Figure 1. Signal wires on met2.
(2 px per um)
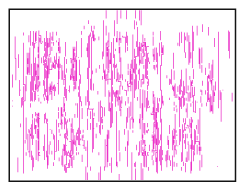
Figure 2. PDN straps and rails.
(3 px per um) Pins as bars on the die edge. Tap cells in grey.
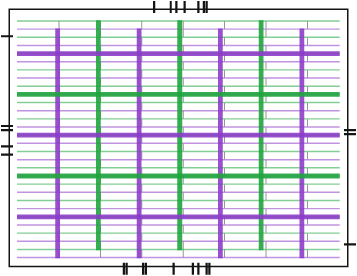
Figure 3. Signal wires on met3.
(2 px per um)
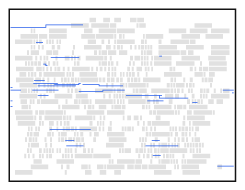
Figure 4. Wiring by layer.
(3 px per um)
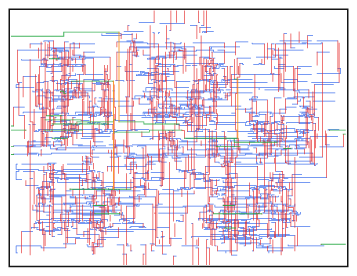
### src/rtl/covid_pkg.sv
// Shared types for the covid launcher and the trajectory logic: slot and
// scheduler state encodings, LFSR feedback taps, and a small popcount helper.
package covid_pkg;

  typedef enum logic [1:0] {
    IDLE = 2'd0,
    LIVE = 2'd1,
    DONE = 2'd2
  } slot_state_t;

  typedef enum logic [1:0] {
    WAIT_GAP  = 2'd0,
    PICK      = 2'd1,
    EXHAUSTED = 2'd2
  } sched_state_t;

  localparam logic [15:0] LFSR_TAPS = 16'hB400;

  // Slot count is capped at 8, so an 8-bit popcount covers every configuration.
  function automatic logic [3:0] count_ones8(input logic [7:0] v);
    logic [3:0] n;
    n = '0;
    for (int i = 0; i < 8; i++) n = n + {3'd0, v[i]};
    return n;
  endfunction

endpackage

### src/rtl/covid_lfsr.sv
// Free-running 16-bit Galois LFSR used to jitter the gap between covid drops.
// It advances on every clock, independent of the game pause.
module covid_lfsr
  import covid_pkg::*;
#(
  parameter logic [15:0] SEED = 16'hACE1
) (
  input  logic        clk,
  input  logic        resetN,
  output logic [15:0] lfsr_o
);

  logic [15:0] lfsr_q, lfsr_d;

  always_comb begin
    lfsr_d = {1'b0, lfsr_q[15:1]} ^ (lfsr_q[0] ? LFSR_TAPS : 16'h0000);
  end

  always_ff @(posedge clk or negedge resetN) begin
    if (!resetN) lfsr_q <= SEED;
    else         lfsr_q <= lfsr_d;
  end

  assign lfsr_o = lfsr_q;

endmodule

### src/rtl/covid_drop_scheduler.sv
// Enemy-side covid launcher: spaces drops by a jittered frame gap, holds
// dripStart for each live slot and retires slots on hit or lifetime expiry.
//
//   state     | meaning
//   WAIT_GAP  | counting frames down to the next drop
//   PICK      | one clock: launch lowest IDLE slot, reload the gap
//   EXHAUSTED | no IDLE slot left; stays here until reset
module covid_drop_scheduler
  import covid_pkg::*;
#(
  parameter int          NUM_SLOTS       = 4,
  parameter int          MIN_GAP_FRAMES  = 30,
  parameter int          GAP_RANGE_BITS  = 5,
  parameter int          MAX_LIFE_FRAMES = 600,
  parameter logic [15:0] LFSR_SEED       = 16'hACE1
) (
  input  logic                               clk,
  input  logic                               resetN,
  input  logic                               startOfFrame,
  input  logic                               enable,
  input  logic [NUM_SLOTS-1:0]               slotHit,
  input  logic [NUM_SLOTS-1:0]               dripEnable,
  output logic [NUM_SLOTS-1:0]               dripStart,
  output logic [NUM_SLOTS-1:0]               covidDisapper,
  output logic [$clog2(NUM_SLOTS+1)-1:0]     liveCount,
  output logic                               allDone
);

  localparam int CNT_W    = $clog2(NUM_SLOTS + 1);
  localparam int GAP_MAX  = MIN_GAP_FRAMES + (1 << GAP_RANGE_BITS);
  localparam int GAP_W    = $clog2(GAP_MAX + 1);
  localparam int LIFE_W   = $clog2(MAX_LIFE_FRAMES + 1);
  localparam logic [GAP_W-1:0]  GAP_RESET = GAP_W'((MIN_GAP_FRAMES < 1) ? 1 : MIN_GAP_FRAMES);
  localparam logic [LIFE_W-1:0] LIFE_LOAD = LIFE_W'(MAX_LIFE_FRAMES);
  localparam logic [15:0]       GAP_MASK  = 16'((32'd1 << GAP_RANGE_BITS) - 32'd1);

  sched_state_t         sched_q, sched_d;
  logic [GAP_W-1:0]     gap_q, gap_d;
  logic [GAP_W-1:0]     gap_load;
  logic [31:0]          gap_sum;
  logic [15:0]          lfsr_w;
  logic                 frame_tick;
  logic [NUM_SLOTS-1:0] slot_idle, slot_live, slot_done;
  logic [NUM_SLOTS-1:0] pick_oh, launch_vec;
  logic                 idle_any;

  logic [NUM_SLOTS-1:0] drip_start_q;
  logic [NUM_SLOTS-1:0] covid_disapper_q;
  logic [CNT_W-1:0]     live_count_q;
  logic                 all_done_q;

  assign frame_tick = startOfFrame & enable;

  covid_lfsr #(.SEED(LFSR_SEED)) u_lfsr (
    .clk    (clk),
    .resetN (resetN),
    .lfsr_o (lfsr_w)
  );

  // A zero sum can only occur with MIN_GAP_FRAMES=0 and a zero draw; clamp to 1.
  assign gap_sum  = 32'(MIN_GAP_FRAMES) + {16'd0, lfsr_w & GAP_MASK};
  assign gap_load = (gap_sum == 32'd0) ? GAP_W'(1) : GAP_W'(gap_sum);

  always_comb begin
    pick_oh  = '0;
    idle_any = 1'b0;
    for (int i = 0; i < NUM_SLOTS; i++) begin
      if (!idle_any && slot_idle[i]) begin
        pick_oh[i] = 1'b1;
        idle_any   = 1'b1;
      end
    end
  end

  always_comb begin
    sched_d    = sched_q;
    gap_d      = gap_q;
    launch_vec = '0;
    case (sched_q)
      WAIT_GAP: begin
        if (frame_tick) begin
          gap_d = gap_q - GAP_W'(1);
          if (gap_q == GAP_W'(1)) sched_d = PICK;
        end
      end
      PICK: begin
        if (idle_any) begin
          launch_vec = pick_oh;
          gap_d      = gap_load;
          sched_d    = WAIT_GAP;
        end else begin
          sched_d = EXHAUSTED;
        end
      end
      EXHAUSTED: ;
      default: sched_d = WAIT_GAP;
    endcase
  end

  always_ff @(posedge clk or negedge resetN) begin
    if (!resetN) begin
      sched_q <= WAIT_GAP;
      gap_q   <= GAP_RESET;
    end else begin
      sched_q <= sched_d;
      gap_q   <= gap_d;
    end
  end

  for (genvar i = 0; i < NUM_SLOTS; i++) begin : g_slot
    slot_state_t       slot_q, slot_d;
    logic [LIFE_W-1:0] life_q, life_d;
    logic              hit;

    assign hit = slotHit[i] & dripEnable[i];

    always_comb begin
      slot_d = slot_q;
      life_d = life_q;
      case (slot_q)
        IDLE: begin
          if (launch_vec[i]) begin
            slot_d = LIVE;
            life_d = LIFE_LOAD;
          end
        end
        LIVE: begin
          if (hit || (frame_tick && life_q == LIFE_W'(1))) begin
            slot_d = DONE;
            life_d = '0;
          end else if (frame_tick) begin
            life_d = life_q - LIFE_W'(1);
          end
        end
        default: ;
      endcase
    end

    always_ff @(posedge clk or negedge resetN) begin
      if (!resetN) begin
        slot_q <= IDLE;
        life_q <= '0;
      end else begin
        slot_q <= slot_d;
        life_q <= life_d;
      end
    end

    assign slot_idle[i] = (slot_q == IDLE);
    assign slot_live[i] = (slot_q == LIVE);
    assign slot_done[i] = (slot_q == DONE);
  end

  // Outputs trail slot state by one clock; a retire pulse is a DONE slot whose
  // dripStart is still held from the previous cycle, so it lasts exactly one clock.
  always_ff @(posedge clk or negedge resetN) begin
    if (!resetN) begin
      drip_start_q     <= '0;
      covid_disapper_q <= '0;
      live_count_q     <= '0;
      all_done_q       <= 1'b0;
    end else begin
      drip_start_q     <= slot_live;
      covid_disapper_q <= drip_start_q & slot_done;
      live_count_q     <= CNT_W'(count_ones8(8'(slot_live)));
      all_done_q       <= &slot_done;
    end
  end

  assign dripStart     = drip_start_q;
  assign covidDisapper = covid_disapper_q;
  assign liveCount     = live_count_q;
  assign allDone       = all_done_q;

endmodule

### config.mk
export PLATFORM = sky130hd
export DESIGN_NAME = covid_drop_scheduler
export DESIGN_NICKNAME = d
export VERILOG_FILES = /design/src/rtl/covid_pkg.sv /design/src/rtl/covid_lfsr.sv /design/src/rtl/covid_drop_scheduler.sv
export SDC_FILE = /design/constraint.sdc
export NUM_CORES = 1
export LEC_CHECK = 0
export ABC_AREA = 1
export CAP_MARGIN = 20
export CORE_ASPECT_RATIO = 0.75
export CORE_MARGIN = 2
export CORE_UTILIZATION = 50
export CTS_BUF_LIST = sky130_fd_sc_hd__clkbuf_2
export DETAILED_ROUTE_END_ITERATION = 8
export PLACE_DENSITY = 0.69
export REMOVE_ABC_BUFFERS = 1
export SETUP_SLACK_MARGIN = 0.1
export SLEW_MARGIN = 10
export SYNTH_ARGS = -nofsm -noshare
export SYNTH_HDL_FRONTEND = slang
export SYNTH_SLANG_ARGS = --single-unit
### constraint.sdc
create_clock -name clk -period 4.3 [get_ports clk]
set_input_delay 0.86 -clock clk [delete_from_list [all_inputs] [get_ports clk]]
set_output_delay 0.86 -clock clk [all_outputs]
set_load 0.01 [all_outputs]
==> Implementation_results.wiki <==
=== Physical design figures ===
{| class="wikitable"
! Metric !! Value
|-
| Run status || finished, final reports clean
|-
| Antenna violations before repair || 0
|-
| Accumulated negative setup slack || 0 ps
|-
| Critical path arrival || 1480 ps
|-
| Final hold slack || 145 ps
|-
| Leading cell types by total area after synthesis || sky130_fd_sc_hd__dfrtp_1 (41%), sky130_fd_sc_hd__nand2_1 (16%), sky130_fd_sc_hd__dfstp_2 (7.2%), sky130_fd_sc_hd__nand3_1 (6.7%), sky130_fd_sc_hd__nor2_1 (5.8%)
|-
| Sequential group share of total power || 57.7%
|-
| Clock buffers created by TritonCTS || 9
|-
| Dominant kind of combinational cell || simple AND/OR/NAND/NOR gates
|-
| Inserted Diodes || 0
|-
| Power of the combinational group || 171 uW
|-
| Kind of end point of the critical path || output pin
|-
| Max Cap Viol || 0
|-
| Antenna Nets Post-Route || 0
|-
| Cell-by-cell trace of the critical path || clkdlybuf4s50_1
|-
| Avg Synthesized Cell Area || 7.82 um2
|-
| Logic share of the area || 40.4%
|-
| Count of state elements after synthesis || 84
|-
| Placed cell areas || 4730 um2
|-
| M1 wire length || 4.22 mm
|-
| Kind of cell adding the most delay to the critical path || buffers and inverters
|-
| Global-route wire length before repair || 15.0 mm
|-
| Detailed-route wire length per cell || 12.1 um
|-
| Post-CTS Repair Setup Buffers || 0
|-
| Post-Syn Instances || 563
|-
| Switching Fraction || 27.5%
|-
| Amount of wire on met2 after detailed routing || 3.99 mm
|-
| Final cell count without fillers || 707
|-
| Worst endpoint required time || 3440 ps
|-
| Leading power group || registers
|-
| Most common library cell in the layout ignoring fill and taps || sky130_fd_sc_hd__nand2_1
|-
| Part of the total power dissipated in the clock network || 30.9%
|-
| Critical path depth in cells || 1
|}
Back to the opening pictures, Figure 1:
wire length on this layer = 3,990 um
main direction = vertical
nets with wire on the layer = 486

Back to the opening pictures, Figure 2:
green -> VDD
purple -> VSS
tap cells = 108
signal pins = 24
met5 straps = 5
rows = 29
met4 straps = 7
vertical die dimension: 85.2 um
chip width: 112 um
core area: 8490 um2
worst supply voltage drop on vdd: 235 uV

Back to the opening pictures, Figure 3:
longest straight run = 20.2 um
main direction = horizontal
routed via count: 3,530
total length of routed wires: 8.59 mm
global routing usage on met3: 5.29%

Back to the opening pictures, Figure 4:
green -> M3  # wire length 290 um
red -> M2  # wire length 3,990 um
blue -> M1  # wire length 4,220 um
orange -> M4  # wire length 85.7 um

No activity file was given, so power comes from the tool's default toggle rates.
